`config.mk`:
```
export PLATFORM = sky130hd
export DESIGN_NAME = epcs_responder_flat
export DESIGN_NICKNAME = d
export VERILOG_FILES = /design/src/rtl/epcs_pkg.sv /design/src/rtl/epcs_if.sv /design/src/rtl/epcs_edge_det.sv /design/src/rtl/epcs_responder.sv /design/src/flat_wrapper.sv
export SDC_FILE = /design/constraint.sdc
export NUM_CORES = 1
export LEC_CHECK = 0
export CAP_MARGIN = 20
export CORE_MARGIN = 2
export CORE_UTILIZATION = 55
export CTS_BUF_LIST = sky130_fd_sc_hd__clkbuf_4
export CTS_CLUSTER_DIAMETER = 60
export DETAILED_ROUTE_END_ITERATION = 6
export DONT_BUFFER_PORTS = 1
export PLACE_DENSITY = 0.81
export SYNTH_ARGS = -nofsm -noshare
export SYNTH_HDL_FRONTEND = slang
export SYNTH_SLANG_ARGS = --single-unit
```
`constraint.sdc`:
```
create_clock -name SIM_CLK -period 2.6 [get_ports SIM_CLK]
set_input_delay 0.52 -clock SIM_CLK [delete_from_list [all_inputs] [get_ports SIM_CLK]]
set_output_delay 0.52 -clock SIM_CLK [all_outputs]
set_load 0.05 [all_outputs]
```
`src/rtl/epcs_pkg.sv`:
```
// Opcodes and FSM state type shared by the EPCS responder.
// Defining EPCS_STATUS_EN adds the read-status state and its status byte.
package epcs_pkg;

    localparam logic [7:0] OP_FAST_READ   = 8'h0B;
    localparam logic [7:0] OP_READ        = 8'h03;
    localparam logic [7:0] OP_READ_STATUS = 8'h05;

`ifdef EPCS_STATUS_EN
    // WIP=0: the emulated device is never busy.
    localparam logic [7:0] STATUS_BYTE = 8'h00;
`endif

    typedef enum logic [2:0] {
        ST_IDLE,
        ST_OPCODE,
        ST_ADDR,
        ST_DUMMY,
        ST_DATA,
        ST_IGNORE
`ifdef EPCS_STATUS_EN
        , ST_STATUS
`endif
    } state_e;

endpackage

```
`src/rtl/epcs_if.sv`:
```
// EPCS serial bus plus the byte-read port to the backing store.
// The master modport is the flash controller / memory side; slave is the responder.
interface epcs_if #(
    parameter int ADDR_BITS = 24
);
    logic                 EPCS_CSN;
    logic                 EPCS_DCLK;
    logic                 EPCS_ASDI;
    logic                 EPCS_DATA;
    logic                 MEM_RD;
    logic [ADDR_BITS-1:0] MEM_ADDR;
    logic [7:0]           MEM_DATA;
    logic                 CMD_ERR;

    modport master (
        output EPCS_CSN, EPCS_DCLK, EPCS_ASDI, MEM_DATA,
        input  EPCS_DATA, MEM_RD, MEM_ADDR, CMD_ERR
    );

    modport slave (
        input  EPCS_CSN, EPCS_DCLK, EPCS_ASDI, MEM_DATA,
        output EPCS_DATA, MEM_RD, MEM_ADDR, CMD_ERR
    );
endinterface

```
`src/rtl/epcs_edge_det.sv`:
```
// Registers DCLK/CSN and derives single-cycle edge pulses, qualified by chip select.
module epcs_edge_det (
    input  logic SIM_CLK,
    input  logic SIM_RST,
    input  logic csn,
    input  logic dclk,
    output logic selected,
    output logic csn_fall,
    output logic dclk_rise,
    output logic dclk_fall
);
    logic csn_q;
    logic dclk_q;

    // NOTE: sequential state uses non-blocking assignments so every flop samples pre-edge values.
    always_ff @(posedge SIM_CLK) begin
        if (SIM_RST) begin
            // Previous CSN reads as "already low" so a reset released mid-transfer
            // never looks like a fresh select.
            csn_q  <= 1'b0;
            dclk_q <= 1'b1;
        end else begin
            csn_q  <= csn;
            dclk_q <= dclk;
        end
    end

    assign selected  = ~csn;
    assign csn_fall  = ~csn & csn_q;
    assign dclk_rise = ~csn & dclk & ~dclk_q;
    assign dclk_fall = ~csn & ~dclk & dclk_q;
endmodule

```
`src/rtl/epcs_responder.sv`:
```
// EPCS flash slave model: decodes Read/Fast Read, streams bytes fetched from a backing store.
// Defining EPCS_STATUS_EN adds Read Status (0x05), which streams a constant status byte.
module epcs_responder
    import epcs_pkg::*;
#(
    parameter int ADDR_BITS  = 24,
    parameter int DUMMY_BITS = 8
) (
    input logic   SIM_CLK,
    input logic   SIM_RST,
    epcs_if.slave bus
);
    localparam int MAX_BITS = (ADDR_BITS > DUMMY_BITS) ? ADDR_BITS : DUMMY_BITS;
    localparam int CNT_W    = $clog2(MAX_BITS + 1);

    state_e               state_q, state_d;
    logic                 selected, csn_fall, dclk_rise, dclk_fall;
    logic [CNT_W-1:0]     bit_cnt;
    logic [ADDR_BITS-2:0] sr_in;
    logic [7:0]           opcode;
    logic [ADDR_BITS-1:0] addr_in;
    logic [ADDR_BITS-1:0] addr_q;
    logic [ADDR_BITS-1:0] mem_addr_q;
    logic                 fast_q;
    logic [7:0]           sr_out;
    logic [7:0]           nxt_byte;
    logic [7:0]           reload;
    logic [2:0]           out_cnt;
    logic                 first_byte;
    logic                 load_q;
    logic                 mem_rd_q;
    logic                 data_q;
    logic                 cmd_err_q;
    logic                 cmd_err_d;
    logic                 op_done;
    logic                 addr_done;
    logic                 shift_state;

    epcs_edge_det u_edge (
        .SIM_CLK   (SIM_CLK),
        .SIM_RST   (SIM_RST),
        .csn       (bus.EPCS_CSN),
        .dclk      (bus.EPCS_DCLK),
        .selected  (selected),
        .csn_fall  (csn_fall),
        .dclk_rise (dclk_rise),
        .dclk_fall (dclk_fall)
    );

    // The bit being sampled this cycle completes the opcode/address word.
    assign opcode  = {sr_in[6:0], bus.EPCS_ASDI};
    assign addr_in = {sr_in, bus.EPCS_ASDI};

`ifdef EPCS_STATUS_EN
    assign shift_state = (state_q == ST_DATA) || (state_q == ST_STATUS);
    assign reload      = (state_q == ST_STATUS) ? STATUS_BYTE : nxt_byte;
`else
    assign shift_state = (state_q == ST_DATA);
    assign reload      = nxt_byte;
`endif

    always_ff @(posedge SIM_CLK) begin
        if (SIM_RST) state_q <= ST_IDLE;
        else         state_q <= state_d;
    end

    // NOTE: every output of this block is given a default first, so no latch can be inferred.
    always_comb begin
        state_d   = state_q;
        cmd_err_d = 1'b0;
        op_done   = 1'b0;
        addr_done = 1'b0;
        if (!selected) begin
            state_d = ST_IDLE;
        end else begin
            case (state_q)
                ST_IDLE: state_d = csn_fall ? ST_OPCODE : ST_IGNORE;
                ST_OPCODE: begin
                    if (dclk_rise && bit_cnt == CNT_W'(7)) begin
                        op_done = 1'b1;
                        case (opcode)
                            OP_FAST_READ, OP_READ: state_d = ST_ADDR;
`ifdef EPCS_STATUS_EN
                            OP_READ_STATUS: state_d = ST_STATUS;
`else
                            OP_READ_STATUS: begin
                                state_d   = ST_IGNORE;
                                cmd_err_d = 1'b1;
                            end
`endif
                            default: begin
                                state_d   = ST_IGNORE;
                                cmd_err_d = 1'b1;
                            end
                        endcase
                    end
                end
                ST_ADDR: begin
                    if (dclk_rise && bit_cnt == CNT_W'(ADDR_BITS - 1)) begin
                        addr_done = 1'b1;
                        state_d   = (fast_q && DUMMY_BITS > 0) ? ST_DUMMY : ST_DATA;
                    end
                end
                ST_DUMMY: begin
                    if (dclk_rise && bit_cnt == CNT_W'(DUMMY_BITS - 1)) state_d = ST_DATA;
                end
                default: state_d = state_q;
            endcase
        end
    end

    always_ff @(posedge SIM_CLK) begin
        if (SIM_RST) begin
            bit_cnt    <= '0;
            sr_in      <= '0;
            addr_q     <= '0;
            mem_addr_q <= '0;
            fast_q     <= 1'b0;
            sr_out     <= '0;
            nxt_byte   <= '0;
            out_cnt    <= '0;
            first_byte <= 1'b0;
            load_q     <= 1'b0;
            mem_rd_q   <= 1'b0;
            data_q     <= 1'b0;
            cmd_err_q  <= 1'b0;
        end else begin
            cmd_err_q <= cmd_err_d;
            mem_rd_q  <= 1'b0;
            load_q    <= mem_rd_q;

            if (state_d != state_q) bit_cnt <= '0;
            else if (dclk_rise)     bit_cnt <= bit_cnt + 1'b1;

            if (dclk_rise && (state_q == ST_OPCODE || state_q == ST_ADDR))
                sr_in <= {sr_in[ADDR_BITS-3:0], bus.EPCS_ASDI};

            if (op_done) fast_q <= (opcode == OP_FAST_READ);
`ifdef EPCS_STATUS_EN
            if (op_done && opcode == OP_READ_STATUS) sr_out <= STATUS_BYTE;
`endif

            if (addr_done) begin
                addr_q     <= addr_in;
                mem_addr_q <= addr_in;
                mem_rd_q   <= 1'b1;
                first_byte <= 1'b1;
            end

            // The first byte goes straight to the shifter; prefetched bytes wait in nxt_byte.
            if (load_q) begin
                if (first_byte) begin
                    sr_out     <= bus.MEM_DATA;
                    first_byte <= 1'b0;
                end else begin
                    nxt_byte <= bus.MEM_DATA;
                end
            end

            if (!shift_state) begin
                data_q  <= 1'b0;
                out_cnt <= '0;
            end else if (dclk_fall) begin
                data_q  <= sr_out[7];
                out_cnt <= out_cnt + 1'b1;
                sr_out  <= (out_cnt == 3'd7) ? reload : {sr_out[6:0], 1'b0};
                if (state_q == ST_DATA && out_cnt == 3'd0) begin
                    addr_q     <= addr_q + 1'b1;
                    mem_addr_q <= addr_q + 1'b1;
                    mem_rd_q   <= 1'b1;
                end
            end

            // Deselect cancels any strobe or load still in flight.
            if (!selected) begin
                mem_rd_q   <= 1'b0;
                load_q     <= 1'b0;
                first_byte <= 1'b0;
                data_q     <= 1'b0;
            end
        end
    end

    assign bus.EPCS_DATA = data_q;
    assign bus.MEM_RD    = mem_rd_q;
    assign bus.MEM_ADDR  = mem_addr_q;
    assign bus.CMD_ERR   = cmd_err_q;
endmodule
```
`src/flat_wrapper.sv`:
```
// flat-port wrapper written by rule: the top's interface ports become plain ports
module epcs_responder_flat import epcs_pkg::*;
#(
    parameter int ADDR_BITS  = 24,
    parameter int DUMMY_BITS = 8
)
  (SIM_CLK, SIM_RST, bus_EPCS_CSN, bus_EPCS_DCLK, bus_EPCS_ASDI, bus_MEM_DATA, bus_EPCS_DATA, bus_MEM_RD, bus_MEM_ADDR, bus_CMD_ERR);
  epcs_if #(.ADDR_BITS(ADDR_BITS)) bus_i ();
  input logic SIM_CLK;
  input logic SIM_RST;
  input wire logic [$bits(bus_i.EPCS_CSN)-1:0] bus_EPCS_CSN;
  input wire logic [$bits(bus_i.EPCS_DCLK)-1:0] bus_EPCS_DCLK;
  input wire logic [$bits(bus_i.EPCS_ASDI)-1:0] bus_EPCS_ASDI;
  input wire logic [$bits(bus_i.MEM_DATA)-1:0] bus_MEM_DATA;
  output wire logic [$bits(bus_i.EPCS_DATA)-1:0] bus_EPCS_DATA;
  output wire logic [$bits(bus_i.MEM_RD)-1:0] bus_MEM_RD;
  output wire logic [$bits(bus_i.MEM_ADDR)-1:0] bus_MEM_ADDR;
  output wire logic [$bits(bus_i.CMD_ERR)-1:0] bus_CMD_ERR;
  assign bus_i.EPCS_CSN = bus_EPCS_CSN;
  assign bus_i.EPCS_DCLK = bus_EPCS_DCLK;
  assign bus_i.EPCS_ASDI = bus_EPCS_ASDI;
  assign bus_i.MEM_DATA = bus_MEM_DATA;
  assign bus_EPCS_DATA = bus_i.EPCS_DATA;
  assign bus_MEM_RD = bus_i.MEM_RD;
  assign bus_MEM_ADDR = bus_i.MEM_ADDR;
  assign bus_CMD_ERR = bus_i.CMD_ERR;
  epcs_responder #(.ADDR_BITS(ADDR_BITS), .DUMMY_BITS(DUMMY_BITS)) u_core (.SIM_CLK(SIM_CLK), .SIM_RST(SIM_RST), .bus(bus_i));
endmodule
```
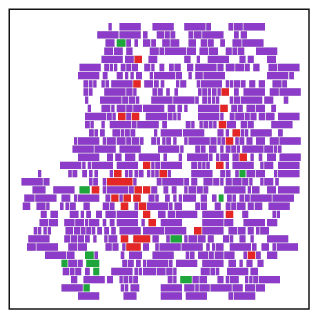
Run 1: drive-strength map
Scale: 3 px per µm.
| color | size | cells |
|---|---|---|
| red | _3 and _4 cells | 31 |
| purple | _0 and _1 cells | 557 |
| green | _2 cells | 11 |
PnR worst setup slack: 348 ps
Layout area overhead: 3.47%
fin area: 5180 µm²
Non-Clock Buffer Count: 14

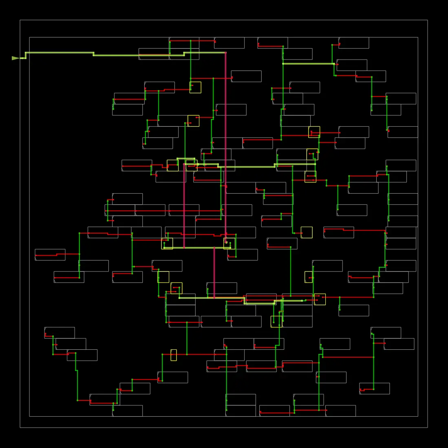
Run 1: the clock network
clk_skew: 17.1 ps
P_clk: 0.750 mW
clock buffers: 11
clk sinks: 106

==> GITHUB_STEP_SUMMARY, run 1 <==
## Synthesis and layout report

| Metric | Value |
|---|---|
| Status | `complete, no violations` |
| Post-Syn Area | `5010 µm²` |
| Post-DP Area | `slightly above 5000 µm²` |
| Max rail drop VDD | `212 µV` |
| Comb area | `2690 µm²` |
| RSZ-0062 raised after global routing | `no` |
| H-tree levels | `3` |
| Yosys stat chip area | `5010 µm²` |
| Init Core Util | `0.571` |
| Pre-antenna DRT Iters | `6` |
| Register area | `2120 µm²` |
| Number of enable flip-flop cells | `0` |
| Most frequent logic cell in the layout | `nand2_1` |
| Crit Path Class | `reg2reg` |
| Period utilization | `0.866` |
| Synth top area cells | `dfxtp_1 (42%), nand2_1 (8.1%), a21oi_1 (5.5%)` |
| Main logic family | `simple AND/OR/NAND/NOR gates` |
| Worst path bufs/invs | `2` |
| # port buffers | `0` |
| Rel. slew slack | `0.483` |
| Max_cap viols | `0` |
| Hold Startpoint | `SIM_RST` |
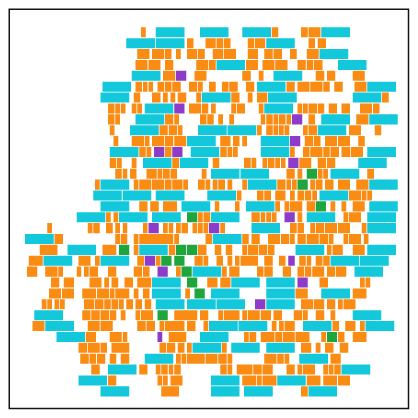
Run 1: placed cells, one color a class
Scale: 4 px per µm.
| color | class | cells | share of their area |
|---|---|---|---|
| green | other buffers and delay cells | 14 | 2.1% |
| purple | clock drivers and dummy loads | 16 | 2.3% |
| orange | combinational and other logic | 463 | 54% |
| cyan | flops | 106 | 42% |
FP Rows: 34
sequential share of cell area: 0.410
core area: 8760 µm²
Final Core Density: 0.591

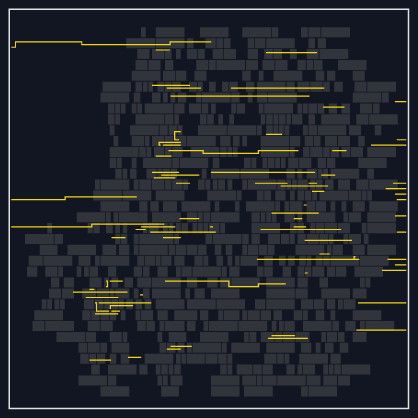
Run 1: signal wires on met3
Scale: 4 px per µm.
wire length on this layer: 658 µm
share of all routed wire: 5.9%
M3 GR Usage: 0.0499
total wire length: 11200 µm
via count: 4371

==> run 1: layout make-up <==
type,count,area share
well taps,108,0.0261
multi-input cells,459,0.519
repair buffers,14,0.0203
inverters,4,0.00290
clock inverters,5,0.00604
flip-flops and latches,106,0.410
clock buffers,11,0.0159
==> run 1: cell usage after synthesis (all sizes together), types with 2 or more instances <==
cell and instances:
nand2 108, dfxtp 106, a21oi 55, nor2 46
clkbuf 39, o21ai 26, a31oi 22, nand3 18
a211oi 14, or3 14, xnor2 14, xor2 14
a221oi 13, a311oi 13, and3 10, nor2b 10
mux2i 9, and2 8, buf 8, nand4 8
nor3 7, ha 5, inv 4, nand2b 4
or2 4, a21o 3, nand3b 3, nor4 3
o211ai 3, a22oi 2, a41oi 2, and4 2
mux2 2, nor3b 2, nor4b 2, or4b 2
==> run 1: flip-flops by register name (all words and copies together) (netlist names) <==
register	cells
u_core.addr_q	24
u_core.bit_cnt	5
u_core.bus.CMD_ERR	1
u_core.bus.EPCS_DATA	1
u_core.bus.MEM_ADDR	24
u_core.bus.MEM_RD	1
u_core.fast_q	1
u_core.first_byte	1
u_core.load_q	1
u_core.nxt_byte	8
u_core.out_cnt	3
u_core.sr_in	23
u_core.sr_out	8
u_core.state_q	3
u_core.u_edge.csn_q	1
u_core.u_edge.dclk_q	1
==> run 1: kinds of logic (layout without fill, tap and decap cells) <==
group / Yosys count / count (layout)
AND-OR/OR-AND: 161 / 161
AND/OR/NAND/NOR: 254 / 254
multiplexers: 11 / 11
buffers and inverters: 51 / 34
flip-flops: 106 / 106
adder cells (fa/ha/maj): 5 / 5
XOR/XNOR: 28 / 28
==> run 1: metrics by stage <==
step	total power, mW	hold slack, ps	setup WS (ps)
after detailed placement	1.80	441	350
final	2.51	139	348
after CTS	2.52	111	352
after global placement	1.79	437	371
after floorplan	1.80	437	470
after global routing	2.59	101	160
==> run 1: metal layers <==
metal  wire, µm  track usage
met1       5200        0.315
met2       5230        0.378
met3        658       0.0499
met4        117       0.0706
met5          0            0
==> run 1: power by group through the flow <==
| stage | registers, mW | logic, mW | clock network, mW |
|---|---|---|---|
| 2_1_floorplan | 1.71 | 0.0880 | 0 |
| 3_3_place_gp | 1.72 | 0.0768 | 0 |
| 3_5_place_dp | 1.72 | 0.0793 | 0 |
| 4_1_cts | 1.68 | 0.0797 | 0.756 |
| 5_1_grt | 1.69 | 0.0902 | 0.817 |
| 6_report | 1.68 | 0.0804 | 0.750 |
==> run 1: worst register-to-register path: cells and delay by family (launching register included) <==
family          cells  cell delay [ps]
flops               1              360
fa+ha+maj           1              150
simple gates        3             1200
buf+inv             2              310
compound gates      1              170
==> run 1: path summary, 6_finish.rpt <==
| path | slack (ps) | to |
|---|---|---|
| worst max-delay path | 350 | u_core.addr_q[23]$_SDFF_PP0_ |
| worst min-delay path | 140 | u_core.u_edge.csn_q$_SDFF_PP0_ |
| worst max register to register | 350 | u_core.addr_q[23]$_SDFF_PP0_ |
| worst min register to register | 470 | u_core.sr_in[22]$_SDFFE_PP0P_ |
==> run 2, diff against run 1 <==
==> constraint.sdc (replaced) <==
create_clock -name SIM_CLK -period 2.1 [get_ports SIM_CLK]
set_input_delay 0.42 -clock SIM_CLK [delete_from_list [all_inputs] [get_ports SIM_CLK]]
set_output_delay 0.42 -clock SIM_CLK [all_outputs]
set_load 0.05 [all_outputs]
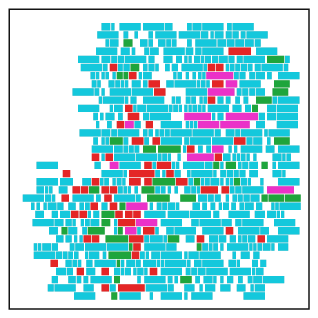
Run 2: drive-strength map
Scale: 3 px per µm.
fin area: 5830 µm²
Layout area overhead: 16.4%
PnR worst setup slack: -141 ps

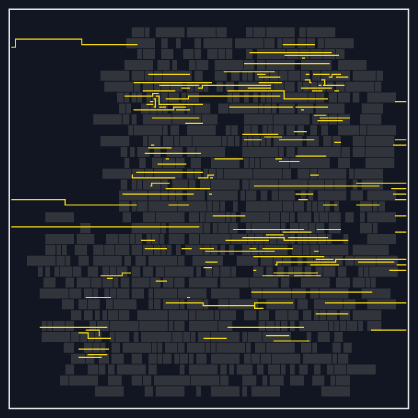
Run 2: signal wires on met3
Scale: 4 px per µm.
main direction: horizontal
wire length on this layer: 1130 µm
longest straight run: 46.7 µm
nets with wire on the layer: 88
total wire length: 13700 µm
M3 GR Usage: 0.0394

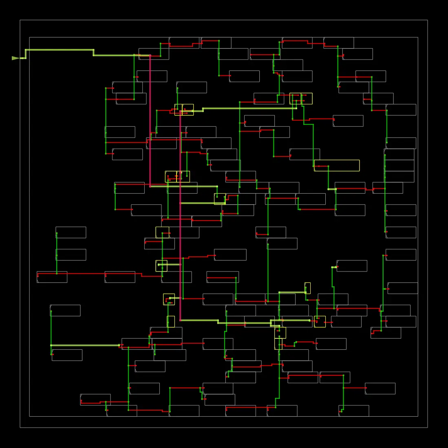
Run 2: the clock network
Seq Cell Count: 106
P_clk: 1.06 mW
clock buffers: 9
clk_skew: 27.0 ps
CTS buffer count: 9

==> GITHUB_STEP_SUMMARY, run 2 <==
## Synthesis and layout report

| Metric | Value |
|---|---|
| Status | `complete, but fails checks` |
| Failing checks | `setup timing` |
| Crit Path Class | `reg2reg` |
| Yosys top cell by instances | `nand2_1` |
| Number of enable flip-flop cells | `0 (unchanged)` |
| Worst hold slack | `36.4 ps (-103 ps)` |
| Setup violators final | `21` |
| Most frequent cells in the layout | `nand2_1 (107), dfxtp_1 (101), a21oi_1 (54), buf_4 (35), nor2_1 (34)` |
| # Cells Yosys | `616` |
| Post-synth regs | `106` |
| Core area | `8760 µm² (unchanged)` |
| Init Core Util | `0.571 (unchanged)` |
| Period utilization | `1.07 (+0.201)` |
| Syn Inst Count | `616` |
| Most common library cells after synthesis | `nand2_1 (108), dfxtp_1 (106), a21oi_1 (55)` |
| H-tree levels | `3 (unchanged)` |
| # port buffers | `0 (unchanged)` |
| FP Rows | `34 (unchanged)` |
| Cell Int Power | `2.47 mW` |
| Via count | `4812 (+10%)` |
| Total grt overflow | `0` |
| Final Core Density | `0.665 (+0.0740)` |
| Synth top area cells | `dfxtp_1 (42%), nand2_1 (8.1%), a21oi_1 (5.5%)` |
| Pre-antenna DRT Iters | `5 (-1)` |
| Max_cap viols | `0 (unchanged)` |
| PnR worst setup slack | `-141 ps (-490 ps)` |
| Clk sinks | `106 (unchanged)` |
| Comb power frac | `0.045` |
| Post-Syn Area | `5010 µm² (unchanged)` |
| RSZ-0062 raised after global routing | `yes` |
| DR WL/cell | `18.5 µm` |
| Most frequent logic cell in the layout | `nand2_1` |
[run 2: cell count changes in the layout (fill, tap and decap cells not counted), sizes merged]
cell / change
buf: +28
clkbuf: +3
dlygate4sd3: +2
clkinv: +2
clkinvlp: -3
inv: +2
bufinv: +1
[run 2: area by class of cell]
type	count	area (µm²)	area share
multi-input combinational	459	2890	0.495
sequential	106	2130	0.365
timing repair buffer	49	529	0.0908
tap	108	135	0.0232
clock buffer	9	67.6	0.0116
clock inverter	7	66.3	0.0114
inverter	4	15.0	0.00258
[run 2: kinds of logic (layout without fill, tap and decap cells)]
group,Yosys count,after routing,share of synthesized area
AND/OR/NAND/NOR,254,254,0.246
AND-OR/OR-AND,161,161,0.205
flip-flops,106,106,0.424
buffers and inverters,51,69,0.0412
XOR/XNOR,28,28,0.0490
multiplexers,11,11,0.0225
adder cells (fa/ha/maj),5,5,0.0125
[run 2: what timing repair did]
action                     4_1_cts  5_1_grt
resized                          2       60
hold endpoints to repair         1        4
gates cloned                     1        6
setup endpoints to repair       20       45
hold buffers                     1        1
buffers inserted                 0       10
pin swaps                        1       46
[run 2: power groups by stage]
stage	sequential [mW]	combinational [mW]	clock [mW]
finish	2.08	0.148	1.06
global route	2.08	0.160	1.14
CTS	2.08	0.117	1.06
detailed placement	2.12	0.111	0
global placement	2.12	0.107	0
floorplan	2.12	0.109	0
[run 2: layer usage]
layer | GRT usage | vias up | routed length (µm)
li1 | - | 2233 | -
met1 | 0.322 | 2296 | 5680
met2 | 0.390 | 251 | 6620
met3 | 0.0394 | 32 | 1130
met4 | 0.0864 | 0 | 252
met5 | 0 | - | 0
[run 2: metrics by stage]
stage          cell area, µm²  worst slack, ps  TNS, ps  power [mW]
4_1_cts                  5380            -79.9     -522        3.25
5_1_grt                  5830             -198    -2970        3.38
6_report                 5830             -141    -1100        3.28
3_3_place_gp             5200             -106    -1580        2.23
3_5_place_dp             5200             -169    -2190        2.23
2_1_floorplan            5010             60.3        0        2.23
[run 2: final timing paths]
| kind | cells past startpoint | to | startpoint | slack [ps] |
|---|---|---|---|---|
| max | 8 | u_core.addr_q[22]$_SDFF_PP0_ | u_core.out_cnt[1]$_SDFFE_PP0P_ | -140 |
| min | 1 | u_core.sr_out[0]$_SDFF_PP0_ | SIM_RST | 40 |
| max reg2reg | 8 | u_core.addr_q[22]$_SDFF_PP0_ | u_core.out_cnt[1]$_SDFFE_PP0P_ | -140 |
| min reg2reg | 2 | u_core.sr_in[21]$_SDFFE_PP0P_ | u_core.sr_in[20]$_SDFFE_PP0P_ | 470 |
[run 2: worst register-to-register path, stage by stage (launching register included)]
cell,delay [ps]
dfxtp_2,360
inv_2,60
ha_4,120
or4b_4,460
or3_4,470
clkbuf_16,200
a31oi_1,150
o21ai_1,130
a31oi_4,240
==> run 3, diff against run 2 <==
--- a/config.mk
+++ b/config.mk
@@ -13,6 +13,7 @@
 export DETAILED_ROUTE_END_ITERATION = 6
 export DONT_BUFFER_PORTS = 1
 export PLACE_DENSITY = 0.81
+export SETUP_SLACK_MARGIN = 0.4
 export SYNTH_ARGS = -nofsm -noshare
 export SYNTH_HDL_FRONTEND = slang
 export SYNTH_SLANG_ARGS = --single-unit
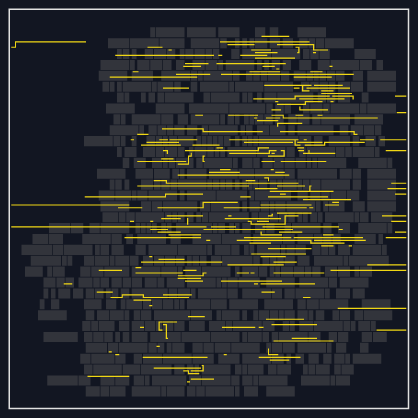
Run 3: signal wires on met3
Scale: 4 px per µm.
wire length on this layer: 1630 µm
main direction: horizontal
longest straight run: 48.5 µm
via count: 5141
total wire length: 16100 µm

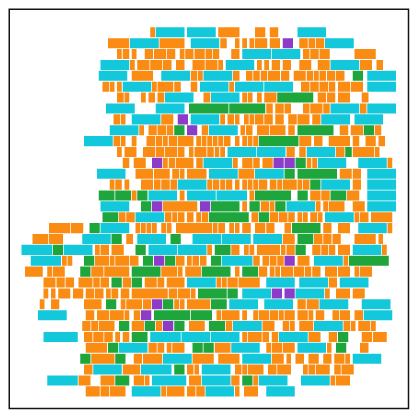
Run 3: placed cells, one color a class
Scale: 4 px per µm.
| color | class | cells | share of their area |
|---|---|---|---|
| orange | combinational and other logic | 464 | 50% |
| green | other buffers and delay cells | 68 | 13% |
| cyan | flops | 106 | 35% |
| purple | clock drivers and dummy loads | 15 | 1.8% |
fin area: 6230 µm²
Final Core Density: 0.711
sequential share of cell area: 0.343

==> GITHUB_STEP_SUMMARY, run 3 <==
## Synthesis and layout report

| Metric | Value |
|---|---|
| FP Rows | `34 (unchanged)` |
| Post-DP Area | `5190 µm² (-0.26%)` |
| Total grt overflow | `0 (unchanged)` |
| Final hold vios | `0` |
| Leak | `around 2.1 nW` |
| DRC Markers | `0` |
| Clk_skew | `21.4 ps (-5.59 ps)` |
| # port buffers | `0 (unchanged)` |
| Register area | `2140 µm² (+0.47%)` |
| Failing checks | `setup timing` |
| Setup_tns | `-2200 ps (-1110 ps)` |
| PnR worst setup slack | `-184 ps (-42.9 ps)` |
| Crit path DAT | `around 2700 ps` |
| Worst slack at placement | `-1.06 ps (+168 ps)` |
| Yosys top cell by instances | `nand2_1` |
| Setup violators final | `35 (+67%)` |
| Layout area overhead | `24.4%` |
| Crit Path Class | `reg2reg` |
| Final Total Pwr | `3.22 mW (-1.8%)` |
| Clk sinks | `106 (unchanged)` |
| CTS tree | `yes` |
| Most frequent logic cell in the layout | `nand2_1` |
| Comb area | `3020 µm² (+4.7%)` |
| Pre-antenna DRT Iters | `6 (+1)` |
| Status | `complete, but fails checks` |
| Post-Syn Area | `5010 µm² (unchanged)` |
| Init Core Util | `0.571 (unchanged)` |
| Post-synth regs | `106 (unchanged)` |
| Period utilization | `1.09 (+0.0204)` |
| Die Span X | `99.4 µm` |
| CTS buffer count | `9 (unchanged)` |
| Max_cap viols | `0 (unchanged)` |
| H-tree levels | `3 (unchanged)` |
| Hold Path Class | `in2reg` |
| RSZ-0062 raised after global routing | `yes` |
| Worst hold slack | `12.1 ps (-24.4 ps)` |
| Synth top area cells | `dfxtp_1 (42%), nand2_1 (8.1%), a21oi_1 (5.5%)` |
| Syn Inst Count | `616 (unchanged)` |
| Yosys stat chip area | `5010 µm²` |
| Core area | `8760 µm² (unchanged)` |
| Most frequent cells in the layout | `nand2_1 (106), dfxtp_1 (97), a21oi_1 (50), buf_4 (40), nor2_1 (28)` |
| Layout Nets | `667` |
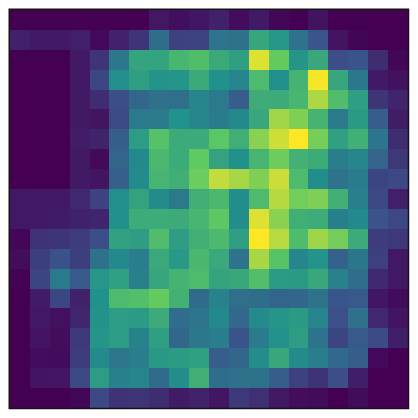
Run 3: wire density map
Scale: 4 px per µm. 20 x 20 tiles, from dark purple (low) to yellow (high), scaled to the fullest tile. Values are wire area over tile area, all layers added.
densest ninth of the die: center
fullest tile: 0.81
tiles over half the peak: 33%
nearly empty tiles: 14%
mean over tiles: 0.28
DR WL/cell: 21.1 µm
gr usage total: 0.279

-- run 3: cell types whose count changed in the layout (fill, tap and decap cells not counted), moves of 3 or more --
cell	delta
clkinv_2	-3
buf_6	+7
o21ai_1	-3
nor2_2	+5
a21oi_2	+4
a21oi_1	-4
buf_16	+4
dfxtp_1	-4
nor2_1	-6
clkinvlp_4	+4
buf_4	+5
-- run 3: worst paths after layout --
kind	start	cells after the start	end	slack, ps
setup / recovery	u_core.out_cnt[0]$_SDFFE_PP0P_	7	u_core.addr_q[23]$_SDFF_PP0_	-180
hold / removal	SIM_RST	1	u_core.bus.MEM_ADDR[0]$_SDFF_PP0_	10
setup reg to reg	u_core.out_cnt[0]$_SDFFE_PP0P_	7	u_core.addr_q[23]$_SDFF_PP0_	-180
hold reg to reg	u_core.nxt_byte[0]$_SDFFE_PP0P_	2	u_core.sr_out[0]$_SDFF_PP0_	480
-- run 3: logic make-up (layout without fill, tap and decap cells) --
family | Yosys count | count (layout) | synth area share
compound gates | 161 | 161 | 0.205
flops | 106 | 106 | 0.424
simple gates | 254 | 255 | 0.246
mux | 11 | 11 | 0.0225
xor+xnor | 28 | 28 | 0.0490
buf+inv | 51 | 87 | 0.0412
fa+ha+maj | 5 | 5 | 0.0125
-- run 3: final cells by class --
| type | count | area share |
|---|---|---|
| multi-input combinational | 460 | 0.485 |
| timing repair buffer | 68 | 0.129 |
| clock inverter | 4 | 0.00482 |
| sequential | 106 | 0.343 |
| inverter | 4 | 0.00241 |
| clock buffer | 11 | 0.0133 |
| tap | 108 | 0.0217 |
-- run 3: repair_timing --
| item | CTS | global route |
|---|---|---|
| hold buffers | 0 | 1 |
| pin swaps | 27 | 30 |
| gates resized | 53 | 56 |
| cloned | 8 | 6 |
| endpoints found under the setup margin | 61 | 71 |
| setup buffers | 17 | 12 |
| endpoints found under the hold margin | 0 | 1 |
-- run 3: power breakdown --
| part | total, mW | switching (mW) | leakage [nW] | internal (mW) |
|---|---|---|---|---|
| registers | 2.08 | 0.0506 | 0.860 | 2.03 |
| clock network | 0.966 | 0.703 | 0.0512 | 0.264 |
| logic | 0.178 | 0.0926 | 1.21 | 0.0850 |
-- run 3: critical path, stage by stage (launching register included) --
cell	delay, ps
dfxtp_2	370
inv_2	70
ha_4	140
or4b_4	470
or3_4	440
clkbuf_16	190
or3_1	330
a31oi_1	200
-- run 3: metal layers --
layer / track usage / wire length [µm] / vias up
li1: - / - / 2270
met2: 0.475 / 7710 / 350
met1: 0.349 / 5910 / 2441
met3: 0.0555 / 1630 / 80
met5: 0 / 0 / -
met4: 0.109 / 807 / 0
Power figures rest on the tool's default switching activity, not on a simulated workload.
